[src/rtl/pc_fetch_if.sv]
// ============================================================================
// Module      : pc_fetch_if
// Description : Instruction-bus bundle between the fetch stage and its memory.
// Revision    : 1.0 - initial release
// ============================================================================
`default_nettype none

interface pc_fetch_if;
    logic        req;
    logic [31:0] addr;
    logic        ack;
    logic [31:0] rdata;
    logic        err;

    modport master (
        output req,
        output addr,
        input  ack,
        input  rdata,
        input  err
    );

    modport slave (
        input  req,
        input  addr,
        output ack,
        output rdata,
        output err
    );
endinterface

`default_nettype wire

[src/rtl/pc_fetch.sv]
// ============================================================================
// Module      : pc_fetch
// Description : IF stage - owns the PC, runs one instruction-bus read at a
//               time, handles delay-slot branches, flush and fetch faults.
// Revision    : 1.0 - initial release
// ============================================================================
`default_nettype none

module pc_fetch #(
    parameter logic [31:0] RESET_PC = 32'hBFC0_0000,
    parameter int          EXC_ADEL = 0,
    parameter int          EXC_IBE  = 1
) (
    input  wire logic        clk,
    input  wire logic        rst_n,
    input  wire logic        stall,
    input  wire logic        flush,
    input  wire logic [31:0] flush_pc,
    input  wire logic        branch_en,
    input  wire logic [31:0] branch_pc,
    pc_fetch_if.master       ibus,
    output logic      [31:0] if_pc,
    output logic      [31:0] if_inst,
    output logic      [31:0] if_excp,
    output logic             if_stall
);

    localparam logic [31:0] c_adel_mask = 32'd1 << EXC_ADEL;
    localparam logic [31:0] c_ibe_mask  = 32'd1 << EXC_IBE;

    typedef enum logic [1:0] {
        ST_IDLE    = 2'd0,
        ST_BUSY    = 2'd1,
        ST_DISCARD = 2'd2,
        ST_DONE    = 2'd3
    } state_t;

    state_t      r_state;
    state_t      w_state_nxt;

    logic [31:0] r_pc;
    logic [31:0] r_if_inst;
    logic [31:0] r_buf_inst;
    logic [31:0] r_buf_excp;
    logic        r_pend_br;
    logic [31:0] r_br_target;
    logic [31:0] r_req_addr;

    logic        w_aligned;
    logic        w_advance;
    logic        w_load_buf;
    logic [31:0] w_cap_inst;
    logic [31:0] w_cap_excp;
    logic        w_req;
    logic [31:0] w_addr;
    logic [31:0] w_next_pc;

    assign w_aligned = (r_pc[1:0] == 2'b00);
    assign w_advance = (r_state == ST_DONE) && !stall && !flush;

    // Delay-slot redirect: a branch resolved on the advance edge itself
    // applies to that advance; otherwise a pending branch is consumed.
    always_comb begin
        w_next_pc = r_pc + 32'd4;
        if (branch_en) begin
            w_next_pc = branch_pc;
        end else if (r_pend_br) begin
            w_next_pc = r_br_target;
        end
    end

    always_comb begin
        w_state_nxt = r_state;
        w_load_buf  = 1'b0;
        w_cap_inst  = 32'd0;
        w_cap_excp  = 32'd0;
        w_req       = 1'b0;
        w_addr      = r_pc;
        case (r_state)
            ST_IDLE: begin
                if (w_aligned) begin
                    // Withhold the request on a flush so it is never withdrawn un-acked.
                    w_req = !flush;
                    if (flush) begin
                        w_state_nxt = ST_IDLE;
                    end else if (ibus.ack) begin
                        w_load_buf  = 1'b1;
                        w_cap_inst  = ibus.rdata;
                        w_cap_excp  = ibus.err ? c_ibe_mask : 32'd0;
                        w_state_nxt = ST_DONE;
                    end else begin
                        w_state_nxt = ST_BUSY;
                    end
                end else if (!flush) begin
                    w_load_buf  = 1'b1;
                    w_cap_excp  = c_adel_mask;
                    w_state_nxt = ST_DONE;
                end
            end
            ST_BUSY: begin
                w_req = 1'b1;
                if (ibus.ack) begin
                    if (flush) begin
                        w_state_nxt = ST_IDLE;
                    end else begin
                        w_load_buf  = 1'b1;
                        w_cap_inst  = ibus.rdata;
                        w_cap_excp  = ibus.err ? c_ibe_mask : 32'd0;
                        w_state_nxt = ST_DONE;
                    end
                end else if (flush) begin
                    w_state_nxt = ST_DISCARD;
                end
            end
            ST_DISCARD: begin
                w_req  = 1'b1;
                w_addr = r_req_addr;
                if (ibus.ack) begin
                    w_state_nxt = ST_IDLE;
                end
            end
            ST_DONE: begin
                if (flush || !stall) begin
                    w_state_nxt = ST_IDLE;
                end
            end
            default: begin
                w_state_nxt = ST_IDLE;
            end
        endcase
    end

    always_ff @(posedge clk or negedge rst_n) begin
        if (!rst_n) begin
            r_state <= ST_IDLE;
        end else begin
            r_state <= w_state_nxt;
        end
    end

    always_ff @(posedge clk or negedge rst_n) begin
        if (!rst_n) begin
            r_buf_inst <= 32'd0;
            r_buf_excp <= 32'd0;
            r_req_addr <= RESET_PC;
        end else begin
            if (w_load_buf) begin
                r_buf_inst <= w_cap_inst;
                r_buf_excp <= w_cap_excp;
            end
            // Frozen in DISCARD so the abandoned request keeps its address.
            if (r_state != ST_DISCARD) begin
                r_req_addr <= r_pc;
            end
        end
    end

    always_ff @(posedge clk or negedge rst_n) begin
        if (!rst_n) begin
            r_pc        <= RESET_PC;
            r_if_inst   <= 32'd0;
            r_pend_br   <= 1'b0;
            r_br_target <= 32'd0;
        end else if (flush) begin
            r_pc      <= flush_pc;
            r_if_inst <= 32'd0;
            r_pend_br <= 1'b0;
        end else if (w_advance) begin
            r_pc      <= w_next_pc;
            r_if_inst <= r_buf_inst;
            r_pend_br <= 1'b0;
        end else if (branch_en) begin
            r_pend_br   <= 1'b1;
            r_br_target <= branch_pc;
        end
    end

    assign ibus.req  = w_req && rst_n;
    assign ibus.addr = w_addr;

    assign if_pc    = r_pc;
    assign if_inst  = r_if_inst;
    assign if_excp  = (r_state == ST_DONE) ? r_buf_excp : 32'd0;
    assign if_stall = (r_state != ST_DONE);

endmodule

`default_nettype wire

[src/flat_wrapper.sv]
// flat-port wrapper written by rule: the top's interface ports become plain ports
module pc_fetch_flat 
#(
    parameter logic [31:0] RESET_PC = 32'hBFC0_0000,
    parameter int          EXC_ADEL = 0,
    parameter int          EXC_IBE  = 1
)
  (clk, rst_n, stall, flush, flush_pc, branch_en, branch_pc, if_pc, if_inst, if_excp, if_stall, ibus_req, ibus_addr, ibus_ack, ibus_rdata, ibus_err);
  pc_fetch_if ibus_i ();
  input  wire logic clk;
  input  wire logic rst_n;
  input  wire logic stall;
  input  wire logic flush;
  input  wire logic [31:0] flush_pc;
  input  wire logic branch_en;
  input  wire logic [31:0] branch_pc;
  output logic      [31:0] if_pc;
  output logic      [31:0] if_inst;
  output logic      [31:0] if_excp;
  output logic if_stall;
  output wire logic [$bits(ibus_i.req)-1:0] ibus_req;
  output wire logic [$bits(ibus_i.addr)-1:0] ibus_addr;
  input wire logic [$bits(ibus_i.ack)-1:0] ibus_ack;
  input wire logic [$bits(ibus_i.rdata)-1:0] ibus_rdata;
  input wire logic [$bits(ibus_i.err)-1:0] ibus_err;
  assign ibus_req = ibus_i.req;
  assign ibus_addr = ibus_i.addr;
  assign ibus_i.ack = ibus_ack;
  assign ibus_i.rdata = ibus_rdata;
  assign ibus_i.err = ibus_err;
  pc_fetch #(.RESET_PC(RESET_PC), .EXC_ADEL(EXC_ADEL), .EXC_IBE(EXC_IBE)) u_core (.clk(clk), .rst_n(rst_n), .stall(stall), .flush(flush), .flush_pc(flush_pc), .branch_en(branch_en), .branch_pc(branch_pc), .ibus(ibus_i), .if_pc(if_pc), .if_inst(if_inst), .if_excp(if_excp), .if_stall(if_stall));
endmodule
[config.mk]
export PLATFORM = sky130hd
export DESIGN_NAME = pc_fetch_flat
export DESIGN_NICKNAME = d
export VERILOG_FILES = /design/src/rtl/pc_fetch_if.sv /design/src/rtl/pc_fetch.sv /design/src/flat_wrapper.sv
export SDC_FILE = /design/constraint.sdc
export NUM_CORES = 1
export LEC_CHECK = 0
export CAP_MARGIN = 20
export CORE_MARGIN = 2
export CORE_UTILIZATION = 45
export DETAILED_ROUTE_END_ITERATION = 16
export PLACE_DENSITY = 0.83
export SKIP_LAST_GASP = 1
export SYNTH_ARGS = -nofsm -noshare
export SYNTH_HDL_FRONTEND = slang
export SYNTH_SLANG_ARGS = --single-unit
[constraint.sdc]
create_clock -name clk -period 4.17 [get_ports clk]
set_input_delay 0.417 -clock clk [delete_from_list [all_inputs] [get_ports clk]]
set_output_delay 0.417 -clock clk [all_outputs]
set_load 0.01 [all_outputs]
Fig. 1: cells by drive strength
(2 px per um)
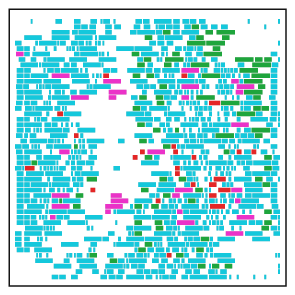
| color | size | cells | share | most used |
|---|---|---|---|---|
| cyan | _0 and _1 cells | 835 | 86% | clkdlybuf4s50_1 |
| green | _2 cells | 86 | 8.8% | mux2_2 |
| magenta | _6 and larger | 30 | 3.1% | clkbuf_16 |
| red | _3 and _4 cells | 24 | 2.5% | buf_4 |

Fig. 2: clock routing
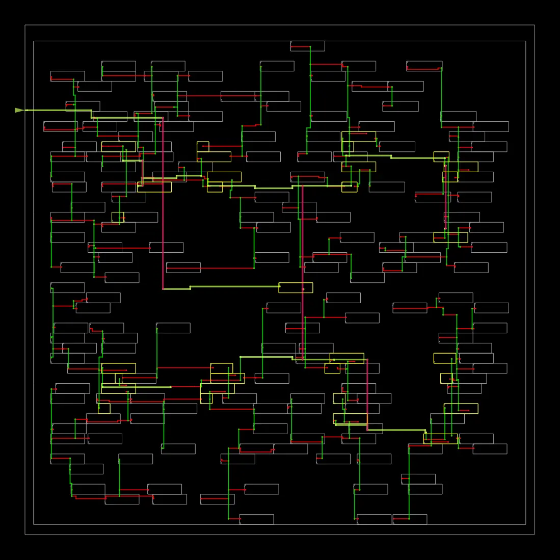
latest clock arrival within the worst-skew pair: 0.43 ns
TritonCTS sink count: 165
count of sequential standard cells: 165
clock network power: 1540 uW

==> flow_summary.json <==
{
  "outcome": "finished clean",
  "power_switching_uw": 1940,
  "mostFrequentLayoutCells": "clkdlybuf4s50_1 (200), dfrtp_1 (147), nand2_1 (110)",
  "top_layer_used": "met4",
  "finalCriticalPeriod_ns": 3.18,
  "postSynth.asyncResetShare_pct": 100,
  "yosysTopAreaCell": "dfrtp_1",
  "min_path_type": "in -> async",
  "antenna_found_initial": 2,
  "top_power_group": "registers",
  "synth.yosys.num_cells": 781,
  "fmaxAchievable_ghz": 0.315,
  "setup_viol_count_final": 0,
  "ys_warn_count": 0,
  "finalNetCount": 1071,
  "buffers": 217,
  "non_clock_buffer_area_share_pct": 20.0,
  "num_rows": 48,
  "route.met2.wl_mm": 11.2,
  "grt_first_pass_wirelength_mm": 36.0,
  "groute.layer.met1.usage_pct": 31.9,
  "postRouteWirelength_mm": 23.1,
  "wirelength_met1_mm": 9.20,
  "via_count": 6925,
  "i_o_pins": 233,
  "netlist_instances": 781,
  "cts_tree": "done",
  "grt_util_met3_pct": 7.10,
  "setup_slack_ns": 0.995,
  "top_logic_cell_family_in_the_synthesized_netlist": "AND-OR/OR-AND gates",
  "cp_cell_sequence": "inv_1, ha_2, mux2_2, clkdlybuf4s50_1",
  "syn_avg_cell_area_um2": 10.3,
  "timing.max_cap.violations": 0,
  "critPathLaunch": "u_core.r_state[0]$_DFFE_PN0P_",
  "port_buffers": 202,
  "regArea_um2": 4150,
  "synthesis_area_per_yosys_um2": 8030,
  "dominant-cell-class": "registers",
  "chipWidth_um": 138,
  "clock_tree_skew_after_final_layout_ns": 0.0116,
  "post_drt_wl_per_cell_um": 19.2,
  "finalClockPeriodUsage_pct": 76.1,
  "post_detailed_route_count_of_antenna_violating_nets": 0,
  "critical_path.startpoint_type": "flip-flop",
  "synth.cellmix.simpleShare_pct": 14.2,
  "most_common_cell_after_layout_fill_and_taps_aside": "clkdlybuf4s50_1",
  "critPathSlowestCell": "ha_2",
  "yosysUniqueCellTypes": 58,
  "timing.reg2reg.setup_slack_ns": 1.54,
  "cellLeakagePower_uw": 0.00439,
  "slew_viol_final": 0,
  "well_tap_count": 225,
  "worst_setup_path_endpoint": "ibus_addr[28]",
  "chip_area_um2": 18900,
  "power.share.clock_pct": 26.2,
  "power.sequential.total_uw": 2410,
  "cts_resized": 0,
  "critical_path.reg2reg.endpoint": "u_core.r_br_target[8]$_DFFE_PN0P_",
  "combAreaFraction_pct": 32.9,
  "top_usage_layer": "met2",
  "clock_tree_area_fraction_pct": 5.41,
  "fill_cells": 1415,
  "max_stage_delay_ns": 0.82,
  "synth_flops": 165,
  "clock_pin_slew_reported_for_the_worst_setup_and_hold_paths_after_clock_tree_synthesis_ns": 0.08,
  "clockBufferDepth": 2,
  "ys_seq_share_pct": 51.7,
  "grt.met2_usage_pct": 39.3,
  "drt_iter0_drc": 606,
  "multi_input_comb_cells": 551
}
Fig. 3: wire density map
(3 px per um) The die is cut into 28 by 28 equal tiles; dark purple is low, yellow is high, scaled to the fullest tile. Values are wire area over tile area, all layers added.
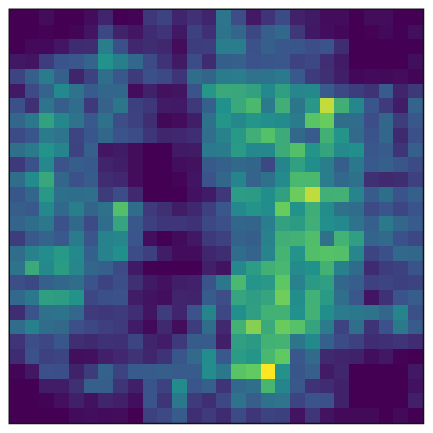
fullest tile: 0.75
nearly empty tiles: 8.9%
tiles over half the peak: 14%
densest ninth of the die: middle right
mean over tiles: 0.20
emptiest ninth of the die: lower left

Fig. 4: cells colored by class
(3 px per um)
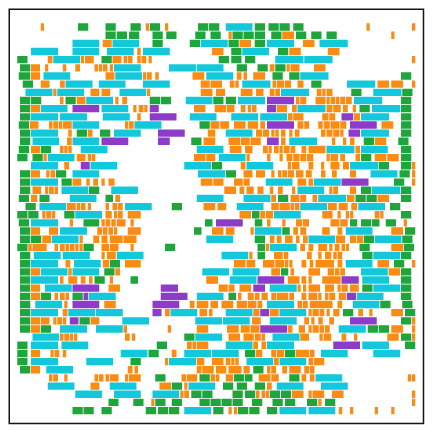
| color | class | cells | share of their area |
|---|---|---|---|
| purple | clock drivers and dummy loads | 32 | 5.6% |
| orange | combinational and other logic | 561 | 34% |
| green | other buffers and delay cells | 217 | 21% |
| cyan | flops | 165 | 40% |

Power and IR drop assume default switching activity.
